Design traffic_light_monitor, sky130hd; sources not shown.
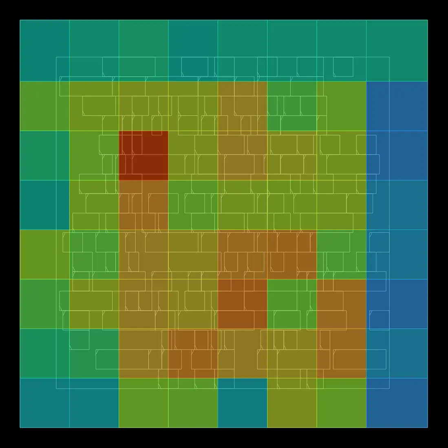
(images/congestion.png)
Total Routing Usage GR: 17.2%
met3 layer usage reported by global route: 3.45%
final core utilization: 64.2%

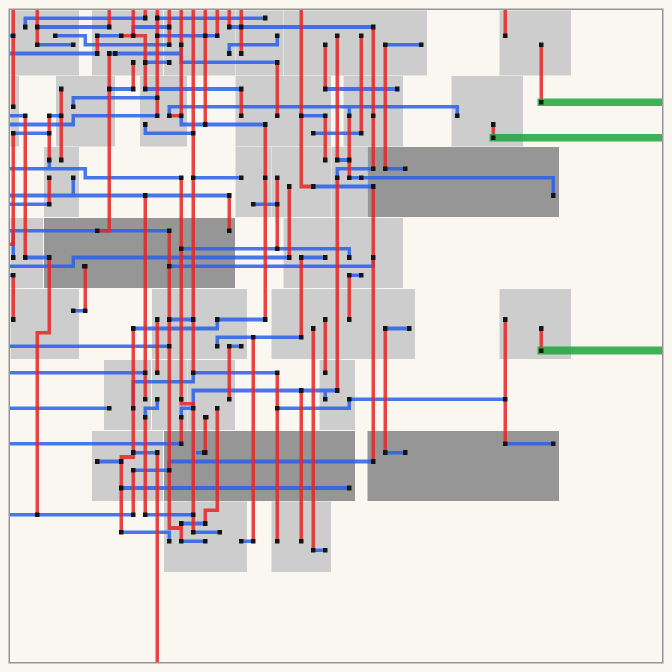
(images/detail.png)
Window x 30 to 55, y 2 to 27 um. Cells in grey, sequential cells in the stronger grey; small squares are vias.
layer	colour
metal 3	green
metal 2	red
metal 1	blue
sequential cells in the window	4
most frequent	dfxtp_1 (4), buf_4 (4), nor2_1 (3)
cells with their middle in the window	30

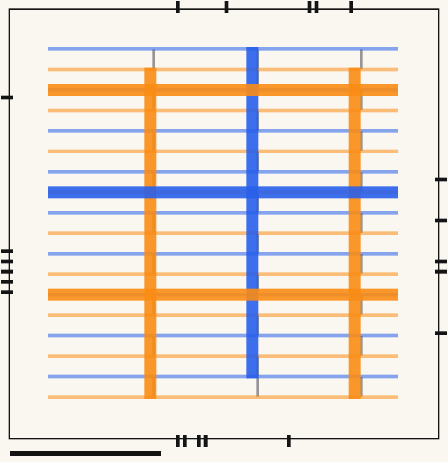
(images/power_grid.png)
The bar under the picture is 20 um long. Pins as bars on the die edge. Tap cells in grey.
net	colour
VDD	blue
VSS	orange
signal pins	21
tap cells	28
met1 rails	18
met4 straps	3
Die X-Extent: 56.9 um
die extent in y: 56.9 um

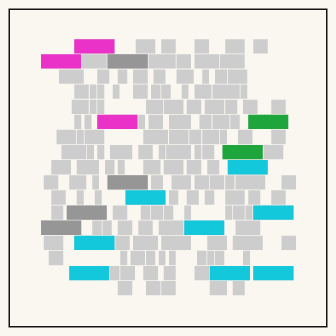
(images/flops_by_reg.png)
Other sequential cells in the stronger grey, the rest of the logic in the fainter grey.
signal	colour	sequential cells
phase	green	2
cycles	cyan	8
dwell_q	magenta	3
not coloured	4
Seq. pwr: 0.000204 W
register fraction of the total cell area: 24.7%
combined flip-flop and latch cell area: 340 um2

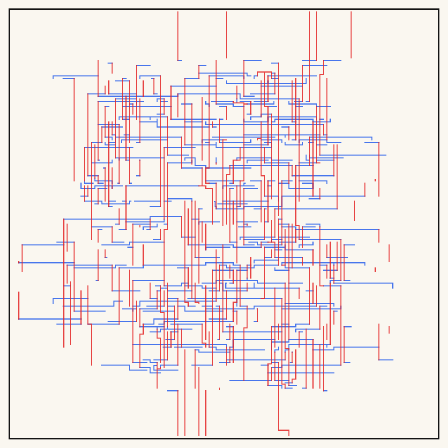
(images/wires.png)
Only two layers are drawn.
layer	colour	wire length
metal 2	red	1,240 um
metal 1	blue	1,140 um
average detailed-routed wire length per instance: 13.8 um
WL final: 2510 um
detailed-route via count: 1,084

==> flow_summary.html <==
<h2>Implementation results</h2>
<table>
<tr><th>Metric</th><th>Value</th></tr>
<tr><th colspan="2">Placement</th></tr>
<tr><td>Placed wire-length estimate</td><td>1840 um</td></tr>
<tr><td>Final estimated routing congestion in global placement</td><td>0.797</td></tr>
<tr><td>Placement Cell Area</td><td>1350 um2</td></tr>
<tr><td>Total placed cells including tap cells</td><td>178</td></tr>
<tr><th colspan="2">Power and ir drop</th></tr>
<tr><td>Combinational Power Share</td><td>23.8%</td></tr>
<tr><td>Leakage power summed over all cells</td><td>0.509 nW</td></tr>
<tr><td>Power dissipated by switching net loads</td><td>0.000144 W</td></tr>
<tr><td>Relative contribution of sequential cells to total power</td><td>48.6%</td></tr>
<tr><td>Cell internal power dissipation</td><td>0.000276 W</td></tr>
<tr><th colspan="2">Die</th></tr>
<tr><td>Top Ports</td><td>21</td></tr>
<tr><td>Share of the core filled by cells before placement</td><td>56.2%</td></tr>
<tr><td>Total core area</td><td>2150 um2</td></tr>
<tr><td>Number of core rows</td><td>17</td></tr>
<tr><th colspan="2">Synth</th></tr>
<tr><td>Share of synthesized registers carrying an async set or reset</td><td>0%</td></tr>
<tr><td>Mux share of post-synthesis cell area</td><td>6.42%</td></tr>
<tr><td>Post-Synth AOI/OAI Area</td><td>20.1%</td></tr>
<tr><td>Fraction of the mapped netlist area in adder cells</td><td>6.11%</td></tr>
<tr><td>Net count entering floorplan</td><td>148</td></tr>
<tr><td>Fraction of the yosys area taken by sequential cells</td><td>28.2%</td></tr>
<tr><td>Synth warnings</td><td>0</td></tr>
<tr><td>Ys cells</td><td>137</td></tr>
<tr><th colspan="2">Min path</th></tr>
<tr><td>Cell count of the worst hold path</td><td>2</td></tr>
<tr><td>Kind of path behind the tightest hold check</td><td>reg -&gt; reg</td></tr>
<tr><th colspan="2">Flow run</th></tr>
<tr><td>Tool Warnings</td><td>28</td></tr>
<tr><td>Number of violations of the max-capacitance limit</td><td>0</td></tr>
<tr><th colspan="2">Global route</th></tr>
<tr><td>Maximum number of pins on one net before global-route repair</td><td>18</td></tr>
<tr><td>Via count of the first global-routing pass</td><td>1,066</td></tr>
<tr><th colspan="2">CTS</th></tr>
<tr><td>Depth of the CTS H-tree</td><td>1</td></tr>
<tr><td>Hold-fix buffer count after cts</td><td>0</td></tr>
<tr><td>Deepest clock path buffer count</td><td>2</td></tr>
<tr><td>CTS root buf</td><td>clkbuf_4</td></tr>
<tr><td>Inserted Clock Buffers</td><td>3</td></tr>
<tr><td>Buffer count from post-CTS setup fixing</td><td>0</td></tr>
<tr><td>TritonCTS clock tree</td><td>done</td></tr>
<tr><th colspan="2">Final layout</th></tr>
<tr><td>Final cell count without fillers</td><td>182</td></tr>
<tr><td>Net count reported at finish</td><td>166</td></tr>
<tr><td>Count of filler cells inserted in the layout</td><td>203</td></tr>
<tr><td>Antenna diode count</td><td>0</td></tr>
<tr><td>Proportion of layout cells with a drive suffix above 1</td><td>22.7%</td></tr>
<tr><th colspan="2">STA</th></tr>
<tr><td>Unrepaired setup endpoints after global routing</td><td>false</td></tr>
<tr><td>Tightest Pin Transition</td><td>0.969 ns</td></tr>
<tr><td>Peak clock frequency supported by timing</td><td>356 MHz</td></tr>
<tr><td>Cycle use final</td><td>80.2%</td></tr>
<tr><td>Hold violation count in the final report</td><td>0</td></tr>
<tr><td>Final Hold Slack</td><td>0.398 ns</td></tr>
<tr><td>Setup total negative slack</td><td>0 ns</td></tr>
<tr><td>Number of max-slew violations in the final report</td><td>0</td></tr>
<tr><th colspan="2">Worst setup path</th></tr>
<tr><td>Peak per-stage delay on the critical path</td><td>0.97 ns</td></tr>
<tr><td>CP endpoint kind</td><td>output pin</td></tr>
<tr><td>Logic depth of the worst register-to-register path</td><td>7</td></tr>
<tr><td>Largest fanout of any net on the critical path</td><td>3</td></tr>
<tr><td>WP data required</td><td>2.70 ns</td></tr>
<tr><td>Flop2flop setup slack</td><td>1.00 ns</td></tr>
<tr><td>Type of the setup path with the least slack</td><td>reg -&gt; out</td></tr>
<tr><td>Cell Chain, Critical Path</td><td>or3_1 &gt; clkdlybuf4s50_1</td></tr>
<tr><td>CP Depth</td><td>2</td></tr>
<tr><th colspan="2">Detailed routing</th></tr>
<tr><td>First-pass DRT Iterations</td><td>4</td></tr>
<tr><td>DR DRC count</td><td>0</td></tr>
<tr><td>Highest metal layer used by the detailed router</td><td>met4</td></tr>
<tr><td>DRT met1 WL</td><td>1140 um</td></tr>
<tr><th colspan="2">Outcome</th></tr>
<tr><td>Run status</td><td>finished clean</td></tr>
</table>
==> final cells by class <==
cell class | instances | area, um2 | share of cell area, %
Multi-Input combinational cell | 100 | 753 | 54.6
Sequential cell | 17 | 340 | 24.7
Timing Repair Buffer | 22 | 180 | 13.1
Inverter | 11 | 41.3 | 2.99
Tap cell | 28 | 35.0 | 2.54
Clock buffer | 3 | 22.5 | 1.63
Clock inverter | 1 | 7.51 | 0.544
==> tightest hold or removal path, cell delays in order, from the launching register on <==
cell	delay (ns)
dfxtp_1	0.34
inv_1	0.05
o32ai_1	0.07
==> synth_stat cells, types with 2 or more instances <==
cell,n,area [um2]
buf_4,2,15.0
o31ai_1,4,30.0
nand2_1,8,30.0
dfxtp_1,17,340
or4_1,4,30.0
a211oi_2,2,25.0
inv_1,11,41.3
a21oi_1,9,45.0
xor2_1,2,17.5
a32o_1,3,30.0
ha_1,5,62.6
mux2_4,3,45.0
clkbuf_1,2,7.51
nor2b_1,5,31.3
or3_1,5,31.3
nor2_1,10,37.5
buf_6,4,45.0
nor4_2,2,25.0
nand3_1,4,20.0
nand2b_1,3,18.8
nand2b_4,2,27.5
nor3b_1,3,22.5
==> placed cells by master (no fill, tap or decap), types with 2 or more instances in the layout <==
master,synthesis,layout
dfxtp_1,17,17
buf_4,2,16
inv_1,11,11
nor2_1,10,10
a21oi_1,9,9
nand2_1,8,8
clkdlybuf4s50_1,0,6
or3_1,5,5
nor2b_1,5,5
ha_1,5,5
nand3_1,4,4
or4_1,4,4
o31ai_1,4,4
nand2b_1,3,3
a32o_1,3,3
nor3b_1,3,3
mux2_4,3,3
clkbuf_4,0,3
nand2b_4,2,2
a211oi_2,2,2
xor2_1,2,2
nor4_2,2,2
Power and IR drop assume default switching activity.
